[config.mk]
export PLATFORM = sky130hd
export DESIGN_NAME = crc_frame_encoder
export DESIGN_NICKNAME = d
export VERILOG_FILES = /design/src/rtl/crc_frame_pkg.sv /design/src/rtl/crc_serial.sv /design/src/rtl/crc_frame_encoder.sv
export SDC_FILE = /design/constraint.sdc
export NUM_CORES = 1
export LEC_CHECK = 0
export CAP_MARGIN = 20
export CORE_MARGIN = 4
export CORE_UTILIZATION = 64
export CTS_BUF_LIST = sky130_fd_sc_hd__clkbuf_4 sky130_fd_sc_hd__clkbuf_8
export DETAILED_ROUTE_END_ITERATION = 8
export PLACE_DENSITY = 0.9
export SYNTH_ARGS = -nofsm -noshare
export SYNTH_HDL_FRONTEND = slang
export SYNTH_SLANG_ARGS = --single-unit
export TNS_END_PERCENT = 100
[constraint.sdc]
create_clock -name clk -period 3.1 [get_ports clk]
set_clock_uncertainty 0.05 [all_clocks]
set_input_delay 0.62 -clock clk [delete_from_list [all_inputs] [get_ports clk]]
set_output_delay 0.62 -clock clk [all_outputs]
set_load 0.005 [all_outputs]
[src/rtl/crc_frame_pkg.sv]
// Shared constants and types for the CRC frame source and its companion checkers.
package crc_frame_pkg;

  localparam int unsigned MESS_LEN_DEFAULT = 10;
  localparam int unsigned CRC_LEN_DEFAULT  = 4;
  localparam int unsigned WORD_W           = MESS_LEN_DEFAULT + CRC_LEN_DEFAULT + 2;

  // Generator x^4+x+1, MSB is the x^4 term
  localparam logic [4:0] POLY_DEFAULT = 5'b10011;

  localparam logic [1:0] TAG_IDLE  = 2'b00;
  localparam logic [1:0] TAG_FIRST = 2'b01;
  localparam logic [1:0] TAG_MID   = 2'b10;
  localparam logic [1:0] TAG_LAST  = 2'b11;

  typedef enum logic [2:0] {
    StIdle,
    StEnc,
    StStore,
    StWaitSink,
    StBurst,
    StGap
  } state_e;

endpackage

[src/rtl/crc_serial.sv]
// Bit-serial CRC register: one data bit per enabled clock, MSB of the message first.
module crc_serial
  import crc_frame_pkg::*;
#(
  parameter int unsigned        CRC_LEN = 4,
  parameter logic [CRC_LEN:0]   POLY    = POLY_DEFAULT
) (
  input  logic               clk,
  input  logic               rst,
  input  logic               clr,
  input  logic               shift_en,
  input  logic               din,
  output logic [CRC_LEN-1:0] crc
);

  logic [CRC_LEN-1:0] crc_q;
  logic               fb;

  assign fb  = crc_q[CRC_LEN-1] ^ din;
  assign crc = crc_q;

  // Remainder register; clear wins over shift
  always_ff @(posedge clk or posedge rst) begin
    if (rst) begin
      crc_q <= '0;
    end else if (clr) begin
      crc_q <= '0;
    end else if (shift_en) begin
      crc_q <= {crc_q[CRC_LEN-2:0], 1'b0} ^ (fb ? POLY[CRC_LEN-1:0] : '0);
    end
  end

endmodule

[src/rtl/crc_frame_encoder.sv]
// Collects message words, appends a serial CRC to each, buffers one frame and
// emits it as a gap-free tagged burst once the downstream sink is idle.
module crc_frame_encoder
  import crc_frame_pkg::*;
#(
  parameter int unsigned      MESS_LEN = 10,
  parameter int unsigned      CRC_LEN  = 4,
  parameter logic [CRC_LEN:0] POLY     = POLY_DEFAULT,
  parameter int unsigned      DEPTH    = 16
) (
  input  logic                         clk,
  input  logic                         rst,
  input  logic                         in_valid,
  output logic                         in_ready,
  input  logic [MESS_LEN-1:0]          in_data,
  input  logic                         in_last,
  input  logic                         sink_idle,
  output logic [MESS_LEN+CRC_LEN+1:0]  dataout,
  output logic                         busy,
  output logic                         overflow
);

  localparam int unsigned CW = MESS_LEN + CRC_LEN;
  localparam int unsigned AW = $clog2(DEPTH);
  localparam int unsigned PW = AW + 1;
  localparam int unsigned BW = $clog2(MESS_LEN);

  state_e              state_q, state_d;
  logic [MESS_LEN-1:0] msg_q, msg_d;
  logic                last_q, last_d;
  logic [BW-1:0]       bit_cnt_q, bit_cnt_d;
  logic [PW-1:0]       wr_ptr_q, wr_ptr_d;
  logic [PW-1:0]       rd_ptr_q, rd_ptr_d;
  logic [CW+1:0]       dataout_q, dataout_d;
  logic [CW-1:0]       mem_q [DEPTH];

  logic                crc_clr, crc_shift, mem_we;
  logic [CRC_LEN-1:0]  crc;
  logic [PW-1:0]       last_idx;
  logic [CW-1:0]       rd_word;

  crc_serial #(
    .CRC_LEN (CRC_LEN),
    .POLY    (POLY)
  ) u_crc (
    .clk      (clk),
    .rst      (rst),
    .clr      (crc_clr),
    .shift_en (crc_shift),
    .din      (msg_q[MESS_LEN-1]),
    .crc      (crc)
  );

  assign in_ready = (state_q == StIdle) & ~rst;
  assign busy     = (state_q != StIdle);
  assign overflow = (state_q == StStore) & ~last_q & (wr_ptr_q == PW'(DEPTH - 1));
  assign dataout  = dataout_q;

  // A one-word frame is padded with an all-zero end word so start and end tags differ
  assign last_idx = (wr_ptr_q == PW'(1)) ? PW'(1) : wr_ptr_q - PW'(1);
  assign rd_word  = (rd_ptr_q < wr_ptr_q) ? mem_q[rd_ptr_q[AW-1:0]] : '0;

  // Next-state, datapath updates and next burst word
  always_comb begin
    state_d   = state_q;
    msg_d     = msg_q;
    last_d    = last_q;
    bit_cnt_d = bit_cnt_q;
    wr_ptr_d  = wr_ptr_q;
    rd_ptr_d  = rd_ptr_q;
    dataout_d = '0;
    crc_clr   = 1'b0;
    crc_shift = 1'b0;
    mem_we    = 1'b0;
    unique case (state_q)
      StIdle: begin
        if (in_valid) begin
          msg_d     = in_data;
          last_d    = in_last;
          bit_cnt_d = '0;
          crc_clr   = 1'b1;
          state_d   = StEnc;
        end
      end
      StEnc: begin
        crc_shift = 1'b1;
        // Rotate so the message is back in place after MESS_LEN shifts
        msg_d     = {msg_q[MESS_LEN-2:0], msg_q[MESS_LEN-1]};
        bit_cnt_d = bit_cnt_q + BW'(1);
        if (bit_cnt_q == BW'(MESS_LEN - 1)) begin
          state_d = StStore;
        end
      end
      StStore: begin
        mem_we   = 1'b1;
        wr_ptr_d = wr_ptr_q + PW'(1);
        state_d  = (last_q || (wr_ptr_d == PW'(DEPTH))) ? StWaitSink : StIdle;
      end
      StWaitSink: begin
        if (sink_idle) begin
          dataout_d = {TAG_FIRST, mem_q[0]};
          rd_ptr_d  = PW'(1);
          state_d   = StBurst;
        end
      end
      StBurst: begin
        if (rd_ptr_q > last_idx) begin
          state_d = StGap;
        end else begin
          dataout_d = {(rd_ptr_q == last_idx) ? TAG_LAST : TAG_MID, rd_word};
          rd_ptr_d  = rd_ptr_q + PW'(1);
        end
      end
      StGap: begin
        wr_ptr_d = '0;
        rd_ptr_d = '0;
        state_d  = StIdle;
      end
      default: state_d = StIdle;
    endcase
  end

  // Control and output registers
  always_ff @(posedge clk or posedge rst) begin
    if (rst) begin
      state_q   <= StIdle;
      msg_q     <= '0;
      last_q    <= 1'b0;
      bit_cnt_q <= '0;
      wr_ptr_q  <= '0;
      rd_ptr_q  <= '0;
      dataout_q <= '0;
    end else begin
      state_q   <= state_d;
      msg_q     <= msg_d;
      last_q    <= last_d;
      bit_cnt_q <= bit_cnt_d;
      wr_ptr_q  <= wr_ptr_d;
      rd_ptr_q  <= rd_ptr_d;
      dataout_q <= dataout_d;
    end
  end

  // Frame buffer; contents are only read below wr_ptr so no reset is needed
  always_ff @(posedge clk) begin
    if (mem_we) begin
      mem_q[wr_ptr_q[AW-1:0]] <= {msg_q, crc};
    end
  end

endmodule

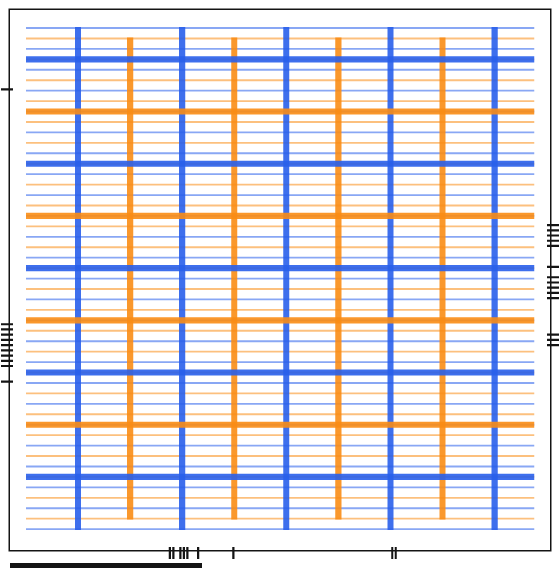
Figure 1: PDN straps and rails.
Scale bar: 50 µm. Pins as bars on the die edge.
- orange: VDD
- blue: VSS
- met1 rails: 49
- met4 straps: 9
- signal pins: 34
- met5 straps: 9
- rows: 48
Max rail drop VDD: 0.6286 mV
die width: 140.7 µm
Die H: 140.7 µm

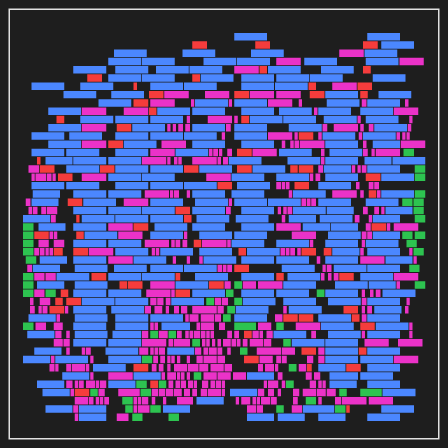
Figure 2: placed cells, one color a class.
- red: clock drivers and dummy loads (cells 76)
- green: other buffers and delay cells (cells 56)
- magenta: all other logic (cells 392)
- blue: flip-flops (cells 272)

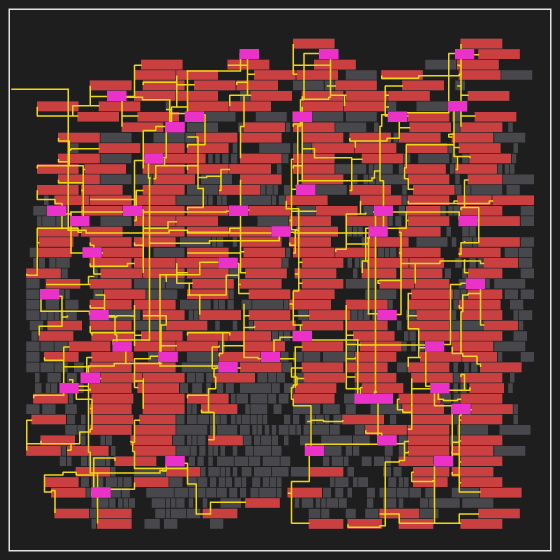
Figure 3: clock network drawn from the DEF.
- magenta: cells driving clock nets (count 42)
- red: flip-flops (count 272)
- yellow: clock wires (length 2920 µm)
- routed clock nets: 43
clock latency on the worst-skew pair: 0.53 ns
Clock power frac: 28.9%

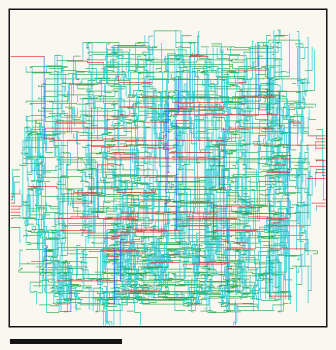
Figure 4: signal wires by layer.
Scale bar: 50 µm.
- cyan: met2 (wire length 12300 µm)
- blue: met4 (wire length 618 µm)
- red: met3 (wire length 1950 µm)
- green: met1 (wire length 9340 µm)
vias: 6485
routed len/inst: 23.68 µm
WL final: 24.18 mm
Tot GR Track Use: 25.28%

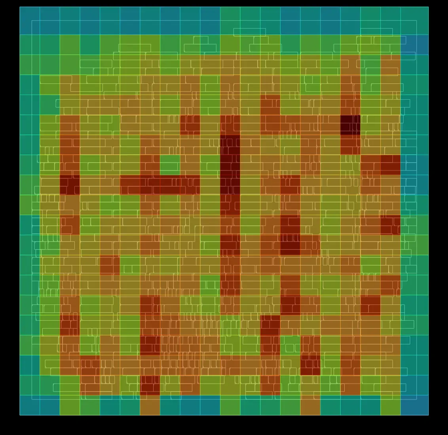
Figure 5: track usage over the die.
busiest grt layer: met2
met2 usage: 41.94%
fin util: 73.45%
global routing usage on met3: 4.308%
global-route track usage on met1: 34.83%

==> qor.txt <==
P_leak = 4.453 nW
Min-Delay Path Class = reg2reg
Tcrit/Tclk final = 94.62%
Pwr dens = 797.2 nW/µm²
Slew Limit Fails = 0
GR Overflow Total = 0
Total CTS buffers = 42
Post-route cell area = 12700 µm²
Detail Route Antenna Nets = 0
Status = complete, no violations
Yosys synthesis chip area = 11270 µm²
Crit path max fanout = 6
OpenROAD warning count = 31
FFs w/ async S/R, synth = 17.65%
Count of final setup violators = 0
TritonCTS clock tree = yes
Least-Margin Pin Slew = 0.8195 ns
Yosys warns = 0
RSZ-0062 raised after global routing = false
Setup TNS = 0 ns
Row cnt = 48
Yosys stat cell total = 703
Comb area = 3079 µm²
Core Area = 17300 µm²
Post-synth EDFFs = 224
Placement-stage cell area = 11850 µm²
DRC errors left = 0
Drt initial violations = 693
Top cells by area = edfxtp_1 (60%), mux4_2 (11%), dfrtp_1 (11%), nand2_1 (4.0%), ha_1 (2.0%)
Syn avg cell area = 16.03 µm²
CTS H-tree depth = 2
Sequential-to-total area share from yosys stat = 70.35%
Die Area = 19800 µm²
Setup crit end kind = output port
Buffers added on ports = 33
Crit Path Category = reg2out
Mapped Cells = 703
flip-flops by register name (all words and copies together) (netlist names):
name	cells
rd_ptr_q	5
bit_cnt_q	4
last_q	1
dataout	16
state_q	3
mem_q	224
msg_q	10
u_crc.crc	4
wr_ptr_q	5
metal layers:
layer	up-vias	part of all wire, %	GRT usage [%]
li1	2803	-	-
met1	3303	39	34.83
met2	324	51	41.94
met3	55	8.1	4.308
met4	0	2.6	8.363
met5	-	0	0
worst paths after layout:
path                              startpoint            to  slack (ns)  cells after the start
max in group asynchronous                rst   rd_ptr_q[1]        1.93                      3
worst max-delay path             wr_ptr_q[1]      overflow        0.17                      6
min in group asynchronous                rst  bit_cnt_q[0]        0.57                      3
worst min register to register  mem_q[0][13]   dataout[13]        0.47                      2
worst max register to register   wr_ptr_q[0]    dataout[3]        0.29                     14
worst min-delay path            mem_q[0][13]   dataout[13]        0.47                      2
cell usage in the layout (no fill, tap or decap), drive strengths merged, types with 10 or more instances in the layout:
cell / Yosys / final
edfxtp: 224 / 224
nand2: 120 / 120
clkbuf: 17 / 69
mux4: 56 / 56
o21ai: 49 / 49
dfrtp: 48 / 48
clkdlybuf4s50: 0 / 33
nor2: 23 / 23
buf: 22 / 23
nand3: 20 / 20
ha: 18 / 18
and2: 16 / 16
mux2i: 11 / 11
inv: 11 / 11
nor3: 10 / 10
kinds of logic (layout without fill, tap and decap cells):
family	count (synthesis)	count (layout)	synth area share (%)
buf+inv	50	143	2.454
fa+ha+maj	18	18	1.998
simple gates	209	209	8.405
compound gates	81	81	4.141
flops	272	272	70.35
mux	68	68	12.27
xor+xnor	5	5	0.3887
power breakdown:
group | switching (mW) | internal [mW] | total (mW) | leakage, nW
Sequential | 0.549 | 4.49 | 5.04 | 2.67
Clock | 1.29 | 1.64 | 2.93 | 0.455
Combinational | 1.28 | 0.883 | 2.16 | 1.33
worst max-delay path, cell delays in order (launching register included):
cell and delay (ns):
dfrtp_1 0.43, ha_2 0.25, nand2_1 0.08, nor2_1 0.11, ha_1 0.15, nor4b_2 0.18
clkdlybuf4s50_1 0.54
area by class of cell:
type                    count  area share [%]
repair buffers             56           4.156
flip-flops and latches    272           62.46
clock inverters             7          0.2659
well taps                 225           2.216
multi-input cells         381           24.24
clock buffers              69           6.342
inverters                  11          0.3250
per-stage QoR:
step | utilization (%) | hold WS [ns]
2_1_floorplan | - | 0.4025
3_3_place_gp | 68.49 | 0.4104
3_5_place_dp | 68.49 | 0.4551
4_1_cts | 73.35 | 0.4629
5_1_grt | 73.45 | 0.4888
6_report | 73.45 | 0.4659
what timing repair did:
| item | CTS | global route |
|---|---|---|
| gates resized | 1 | 3 |
| cloned | 0 | 0 |
| buffers inserted | 0 | 1 |
| hold endpoints to repair | 0 | 0 |
| hold buffers | 0 | 0 |
| setup endpoints to repair | 1 | 1 |
| pin swaps | 0 | 0 |
Power is estimated from default activity; no workload was simulated.
